File: src/rtl/seg7_mode_ctrl.sv
// seg7_mode_ctrl: button synchroniser, debouncer and short/long press
// classifier driving the 7-segment animator's mode and reset inputs.
module seg7_mode_ctrl #(
  parameter int unsigned DEBOUNCE_CYCLES = 1000,
  parameter int unsigned LONG_CYCLES     = 25000,
  parameter int unsigned AUTO_CYCLES     = 50000
) (
  input  logic       clk_i,
  input  logic       rst_ni,
  input  logic       btn_i,
  output logic [0:0] mode_o,
  output logic       auto_o,
  output logic       anim_rst_o,
  output logic       long_o
);

  localparam logic [15:0] DB_LAST   = 16'(DEBOUNCE_CYCLES - 1);
  localparam logic [15:0] LONG_LAST = 16'(LONG_CYCLES - 1);
  localparam logic [15:0] AUTO_LAST = 16'(AUTO_CYCLES - 1);

  typedef enum logic [1:0] {
    IDLE = 2'd0,
    HELD = 2'd1,
    LONG = 2'd2
  } state_t;

  state_t      state;
  state_t      state_nx;
  logic        s1;
  logic        s2;
  logic        db;
  logic [15:0] dcnt;
  logic [15:0] hcnt;
  logic [15:0] acnt;
  logic        short_ev;
  logic        long_ev;
  logic        auto_ev;

  always_ff @(posedge clk_i) begin
    if (!rst_ni) begin
      s1   <= 1'b0;
      s2   <= 1'b0;
      db   <= 1'b0;
      dcnt <= '0;
    end else begin
      s1 <= btn_i;
      s2 <= s1;
      if (s2 == db) begin
        dcnt <= '0;
      end else if (dcnt == DB_LAST) begin
        db   <= s2;
        dcnt <= '0;
      end else begin
        dcnt <= dcnt + 16'd1;
      end
    end
  end

  always_ff @(posedge clk_i) begin
    if (!rst_ni) state <= IDLE;
    else         state <= state_nx;
  end

  always_comb begin
    state_nx = state;
    unique case (state)
      IDLE: if (db) state_nx = HELD;
      HELD: begin
        if (!db)                    state_nx = IDLE;
        else if (hcnt == LONG_LAST) state_nx = LONG;
      end
      LONG: if (!db) state_nx = IDLE;
      default: state_nx = IDLE;
    endcase
  end

  // Auto toggles need IDLE and button events need HELD, so they never coincide.
  always_comb begin
    short_ev = 1'b0;
    long_ev  = 1'b0;
    auto_ev  = 1'b0;
    if (state == HELD) begin
      short_ev = !db;
      long_ev  = db && (hcnt == LONG_LAST);
    end
    if (state == IDLE && auto_o) begin
      auto_ev = (acnt == AUTO_LAST);
    end
  end

  always_ff @(posedge clk_i) begin
    if (!rst_ni) begin
      hcnt <= '0;
      acnt <= '0;
    end else begin
      if (state != HELD)       hcnt <= '0;
      else if (db && !long_ev) hcnt <= hcnt + 16'd1;
      if (!auto_o || state != IDLE || auto_ev) acnt <= '0;
      else                                     acnt <= acnt + 16'd1;
    end
  end

  always_ff @(posedge clk_i) begin
    if (!rst_ni) begin
      mode_o     <= 1'b0;
      auto_o     <= 1'b0;
      anim_rst_o <= 1'b1;
      long_o     <= 1'b0;
    end else begin
      mode_o     <= mode_o ^ (short_ev | auto_ev);
      auto_o     <= auto_o ^ long_ev;
      anim_rst_o <= short_ev | auto_ev;
      long_o     <= long_ev;
    end
  end

endmodule
File: config.mk
export PLATFORM = sky130hd
export DESIGN_NAME = seg7_mode_ctrl
export DESIGN_NICKNAME = d
export VERILOG_FILES = /design/src/rtl/seg7_mode_ctrl.sv
export SDC_FILE = /design/constraint.sdc
export NUM_CORES = 1
export LEC_CHECK = 0
export CAP_MARGIN = 20
export CORE_ASPECT_RATIO = 1.1
export CORE_UTILIZATION = 65
export CTS_CLUSTER_DIAMETER = 150
export DETAILED_ROUTE_END_ITERATION = 6
export PLACE_DENSITY_LB_ADDON = 0.05
export SYNTH_ARGS = -nofsm -noshare
export SYNTH_HDL_FRONTEND = slang
export SYNTH_SLANG_ARGS = --single-unit
File: constraint.sdc
create_clock -name clk_i -period 4.1 [get_ports clk_i]
set_clock_uncertainty 0.1 [all_clocks]
set_input_delay 0.41 -clock clk_i [delete_from_list [all_inputs] [get_ports clk_i]]
set_output_delay 0.41 -clock clk_i [all_outputs]
set_load 0.1 [all_outputs]
==> run_results.csv, run 1 <==
group,metric,value,unit
sta,maxSlewHeadroom,0.352,
cts,cts_max_level,3,
yosys,ys_types,50,
yosys,ys_cells,293,
power,leakage,0.000932,uW
power,p_per_area,410,nW/um2
detailed_routing,wl_met2,2.46,mm
cts,clock-root-buffer,"clkbuf_8",
power,power,1220,uW
yosys,topCellsByArea,"dfxtp_1 (43%), nor2_1 (6.5%), xnor2_1 (6.3%)",
detailed_routing,wl_met3,139,um
setup_path,r2r_cells,5,
yosys,yosys.area.top_type_share,0.430,
sta,finalSetupViolCount,0,
detailed_routing,ant_nets,0,
floorplanning,rows,24,
detailed_routing,dr.max_layer_used,"met4",
detailed_routing,wirelength_met1,2.24,mm
yosys,floorplan.nets,299,
global_route,grt_max_degree,17,
power,p_clk_frac,0.535,
run,warnings,26,
power,power.internal,998,uW
yosys,synth_cells,293,
setup_path,worst_setup_path_end_kind,"output port",
floorplanning,pin_count,7,
setup_path,critical_path.startpoint,"mode_o",
cts,cts.sinks,57,
floorplanning,fp_util,0.675,
power,p_switching,225,uW
sta,tightest_slew,0.968,ns
setup_path,cpMaxStageDelayCell,"clkdlybuf4s50_1",
power,pwr-share-comb,0.010,
placement,dpl-instance-area,2730,um2
sta,finalCritPeriodShare,0.575,
setup_path,crit_chain,"clkdlybuf4s50_1",
floorplanning,dieArea,4340,um2
sta,holdWs,0.346,ns
sta,min_period,2.36,ns
detailed_routing,drt-initial-drc-count,163,
cts,tritoncts.num_buffers,9,
placement,numPortBuffers,6,
cts,insertion_delay,0.32,ns
setup_path,crit_arrival,1.85,ns
placement,place.gp.congestion,0.810,
final_layout,fin_cells,358,
placement,dp_hpwl,3.26,mm
setup_path,cp_top_family,"buffers and inverters",
global_route,met1_usage,0.313,
min_path,holdCritPathClass,"flop to flop",
final_layout,post-route-cell-area,2980,um2
cts,ctsHoldBuffers,0,
final_layout,combGateArea,1440,um2
detailed_routing,dr.pass1.iters,4,
final_layout,area_delta_synth_final,12.4,%
sta,rsz0062_at_grt,"false",
detailed_routing,drc_errors,0,
global_route,grt_pass1_vias,2007,
setup_path,critPathKind,"flop to output port",
sta,setup_slack,1.74,ns
final_layout,nNetsFinal,307,
run,cap_viol_max_count,0,
placement,place_inst,342,
placement,dpl_worst_slack,1.99,ns
cts,clk_pin_slew,0.07,ns
cts,cts_tree,"done",
status,status,"completed",
yosys,async_flop_share,0,
setup_path,required,3.59,ns
sta,slew_viol_final,0,
sta,fmax,0.424,GHz
setup_path,start_kind,"flop",
final_layout,antenna_cells,0,
yosys,ys_warn_count,0,
cts,clock_path_buffers,2,
yosys,syn-cell-area,2650,um2
power,switching_share,0.184,
sta,hold_viol,0,
yosys,yosys_area,2650,um2
cts,cts_setup_buffers,0,
setup_path,r2r-end,"auto_o",
-- run 1: logic make-up (layout without fill, tap and decap cells) --
| family | Yosys count | after routing | share of synthesized area |
|---|---|---|---|
| mux | 3 | 3 | 0.0113 |
| flops | 57 | 57 | 0.430 |
| simple gates | 156 | 156 | 0.331 |
| compound gates | 22 | 22 | 0.0665 |
| xor+xnor | 36 | 36 | 0.119 |
| fa+ha+maj | 3 | 3 | 0.0141 |
| buf+inv | 16 | 29 | 0.0283 |
-- run 1: worst min-delay path by stage --
stage,from,endpoint,slack (ns),depth (start not counted)
after floorplan,s1,s2,0.31,1
after global placement,s1,s2,0.33,1
after detailed placement,s1,s2,0.33,1
after CTS,s1,s2,0.35,1
after global routing,s1,s2,0.39,1
final,s1,s2,0.35,1
-- run 1: cells in the final DEF, fill, tap and decap left out, drive strengths merged, types with 8 or more instances in the layout --
cell type / synthesis / routed
xor2: 17 / 17
nand4: 17 / 17
nand2: 22 / 22
xnor2: 19 / 19
nor2: 47 / 47
a21oi: 10 / 10
clkbuf: 4 / 12
nor4: 8 / 8
nand3: 15 / 15
dfxtp: 57 / 57
-- run 1: flip-flops by register name, summed over array words and instances (netlist names), 2 cells and up --
name,count
acnt,16
dcnt,16
hcnt,16
state,2
-- run 1: area by class of cell --
cell class,count,share of cell area
Multi-Input combinational cell,220,0.482
Clock inverter,4,0.0331
Inverter,7,0.00881
Sequential cell,57,0.382
Clock buffer,12,0.0520
Timing Repair Buffer,6,0.0201
Tap cell,52,0.0218
-- run 1: power groups by stage --
stage | Sequential (uW) | Combinational, uW | Clock, uW
finish | 556 | 12.3 | 654
global route | 556 | 13.2 | 692
CTS | 556 | 12.4 | 665
detailed placement | 569 | 12.3 | 0
global placement | 569 | 12.3 | 0
floorplan | 572 | 4.43 | 0
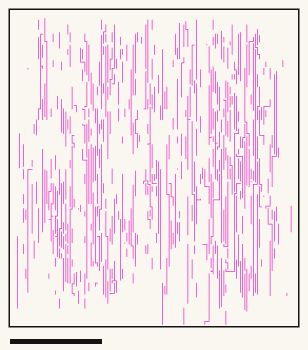
Fig. 1. Metal 2 (run 1).
Bar = 20 um.
wire length on this layer: 2,460 um
nets with wire on the layer: 257
main direction: vertical
share of all routed wire: 50%
met2 global-route usage: 0.417
via count: 2,116
drt total wl: 4.91 mm

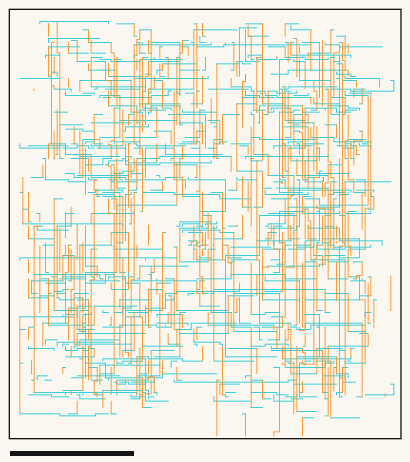
Fig. 2. Metal layers overlaid (run 1).
Bar = 20 um. Two of the layers only.
legend:
  orange:
    layer: M2
    wire_length: 2,460 um
  cyan:
    layer: M1
    wire_length: 2,240 um
gr usage total: 0.254
routed length per instance: 13.7 um

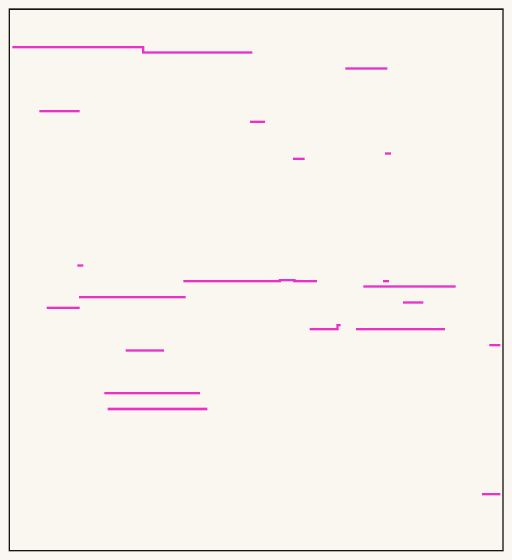
Fig. 3. M3 wires (run 1).
longest straight run: 16.6 um
main direction: horizontal
wire length on this layer: 139 um
nets with wire on the layer: 12
share of all routed wire: 2.8%
met3 Resource Use GR: 0.0546

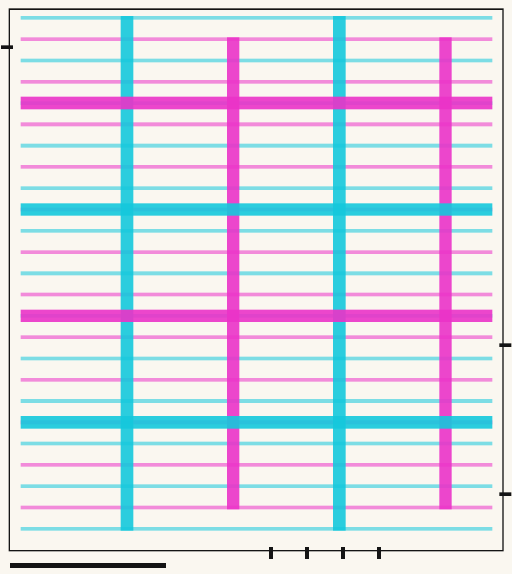
Fig. 4. Floorplan with the power grid (run 1).
Bar = 20 um. Pins as bars on the die edge.
legend:
  magenta:
    net: VDD
  cyan:
    net: VSS
met1 rails: 25
signal pins: 7
met4 straps: 4
rows: 24
die span in x: 62.9 um
Core ar.: 3930 um2
maximum vdd drop: 369 uV

Fig. 5: run 1, clock nets
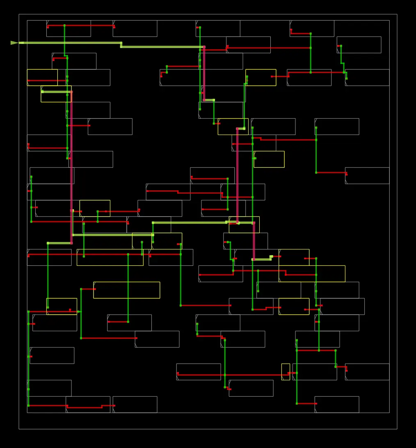

==> run 2, diff against run 1 <==
--- a/config.mk
+++ b/config.mk
@@ -7,7 +7,7 @@
 export LEC_CHECK = 0
 export CAP_MARGIN = 20
 export CORE_ASPECT_RATIO = 1.1
-export CORE_UTILIZATION = 65
+export CORE_UTILIZATION = 61
 export CTS_CLUSTER_DIAMETER = 150
 export DETAILED_ROUTE_END_ITERATION = 6
 export PLACE_DENSITY_LB_ADDON = 0.05
==> constraint.sdc (replaced) <==
create_clock -name clk_i -period 2.2 [get_ports clk_i]
set_clock_uncertainty 0.1 [all_clocks]
set_input_delay 0.22 -clock clk_i [delete_from_list [all_inputs] [get_ports clk_i]]
set_output_delay 0.22 -clock clk_i [all_outputs]
set_load 0.1 [all_outputs]
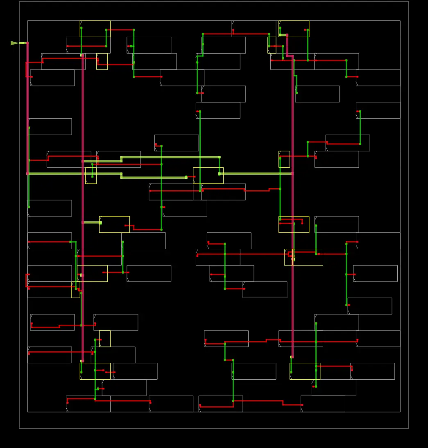
Fig. 6. Clock nets (run 2).
Insertion Delay late pin: 0.34 ns
flop count: 57
Layout clock buffers: 12
P_clk: 795 uW

==> run 2 against run 1 <==
  * Sequential power increased by 87%
  * Utilization decreased by 4.0 points
  * Register-to-register slack got worse by 1.8 ns
  * Synthesized cell count unchanged
  * Die area increased by 6.4%
  * Via count decreased by 0.99%
  * Global-route usage decreased by 1.0 points
  * Cell count increased by 1.1%
  * Non-clock buffer count increased by 4
  * Critical path type is now flop to flop
==> run_results.csv, run 2 <==
group,metric,value,unit
status,status,"completed",
power,p_per_area,637,nW/um2
cts,clock-root-buffer,"clkbuf_8",
power,power,1860,uW
yosys,yosys.area.top_type_share,0.430,
sta,fmax,0.483,GHz
setup_path,start_kind,"flop",
cts,cts_max_level,3,
yosys,ys_sh_mux,0.0113,
yosys,async_flop_share,0,
cts,tritoncts.num_buffers,9,
detailed_routing,drc_errors,0,
global_route,met1_usage,0.295,
cts,clock_path_buffers,2,
cts,clk_pin_slew,0.06,ns
power,peakVddDrop,498,uV
floorplanning,rows,24,
final_layout,nNetsFinal,311,
detailed_routing,wl_per_cell,13.7,um
min_path,min_to,"s2",
final_layout,top_regs,"acnt (16), dcnt (16), hcnt (16)",
placement,place.gp.congestion,0.827,
final_layout,lay_top_count,"dfxtp_1",
sta,min_period,2.07,ns
placement,dpl_worst_slack,0.134,ns
min_path,holdCritPathClass,"flop to flop",
floorplanning,core_area,4050,um2
global_route,met3_usage,0.0435,
final_layout,antenna_cells,0,
yosys,synth_cells,293,
run,cap_viol_max_count,0,
cts,cts.sinks,57,
detailed_routing,dr.max_layer_used,"met4",
sta,slew_viol_final,0,
yosys,ys_warn_count,0,
setup_path,crit_chain,"or4_1 > nor4_2 > nand3b_2 > nor2_1",
yosys,yosys_area,2650,um2
global_route,grt_pass1_vias,2044,
final_layout,area_delta_synth_final,9.71,%
detailed_routing,wirelength_met1,2.35,mm
yosys,floorplan.nets,299,
setup_path,crit_arrival,2.18,ns
placement,dp_hpwl,3.34,mm
yosys,simple_gate_share,0.331,
detailed_routing,vias,2095,
setup_path,worst_setup_path_end_kind,"flop",
detailed_routing,wl_met3,159,um
detailed_routing,ant_nets,0,
final_layout,fin_cells,362,
global_route,grt.total_usage,0.244,
sta,finalCritPeriodShare,0.941,
global_route,grt_max_degree,17,
==> run 2: cell counts after synthesis <==
No cell type changed its count.
==> run 2: critical path: cells and delay by family, from the launching register on <==
| kind | cells | cell delay [ns] |
|---|---|---|
| AND/OR/NAND/NOR | 4 | 1.50 |
| flip-flops | 1 | 0.34 |
==> run 2: power by group <==
| part | total (uW) | leakage [uW] | switching [uW] | internal, uW |
|---|---|---|---|---|
| registers | 1040 | 0.000460 | 1.43 | 1040 |
| clock network | 795 | 0.0000839 | 394 | 401 |
| logic | 23.7 | 0.000372 | 15.9 | 7.77 |
| total | 1860 | 0.000916 | 412 | 1440 |
==> run 2: area by class of cell <==
| cell class | count | area [um2] |
|---|---|---|
| multi-input cells | 220 | 1440 |
| fillers | 322 | 1140 |
| flip-flops and latches | 57 | 1140 |
| clock buffers | 12 | 135 |
| repair buffers | 10 | 80.1 |
| well taps | 52 | 65.1 |
| inverters | 7 | 26.3 |
| clock inverters | 4 | 20.0 |
==> run 2: how the worst max path moves through the flow <==
stage / start / to / slack, ns / cells after the start
6_report: acnt[7] / acnt[9] / 0.13 / 4
5_1_grt: acnt[7] / acnt[12] / 0.06 / 4
4_1_cts: hcnt[0] / auto_o / 0.12 / 5
3_5_place_dp: hcnt[0] / auto_o / 0.13 / 5
3_3_place_gp: acnt[7] / acnt[6] / 0.16 / 4
2_1_floorplan: auto_o / acnt[12] / 0.16 / 4
==> run 2: logic make-up (layout without fill, tap and decap cells) <==
family / Yosys count / after routing
and+or+nand+nor: 156 / 156
DFF: 57 / 57
xor gates and xnor gates: 36 / 36
AOI/OAI and AO/OA: 22 / 22
buffers and inverters: 16 / 33
adders and majority gates: 3 / 3
muxes: 3 / 3
Power figures rest on the tool's default switching activity, not on a simulated workload.
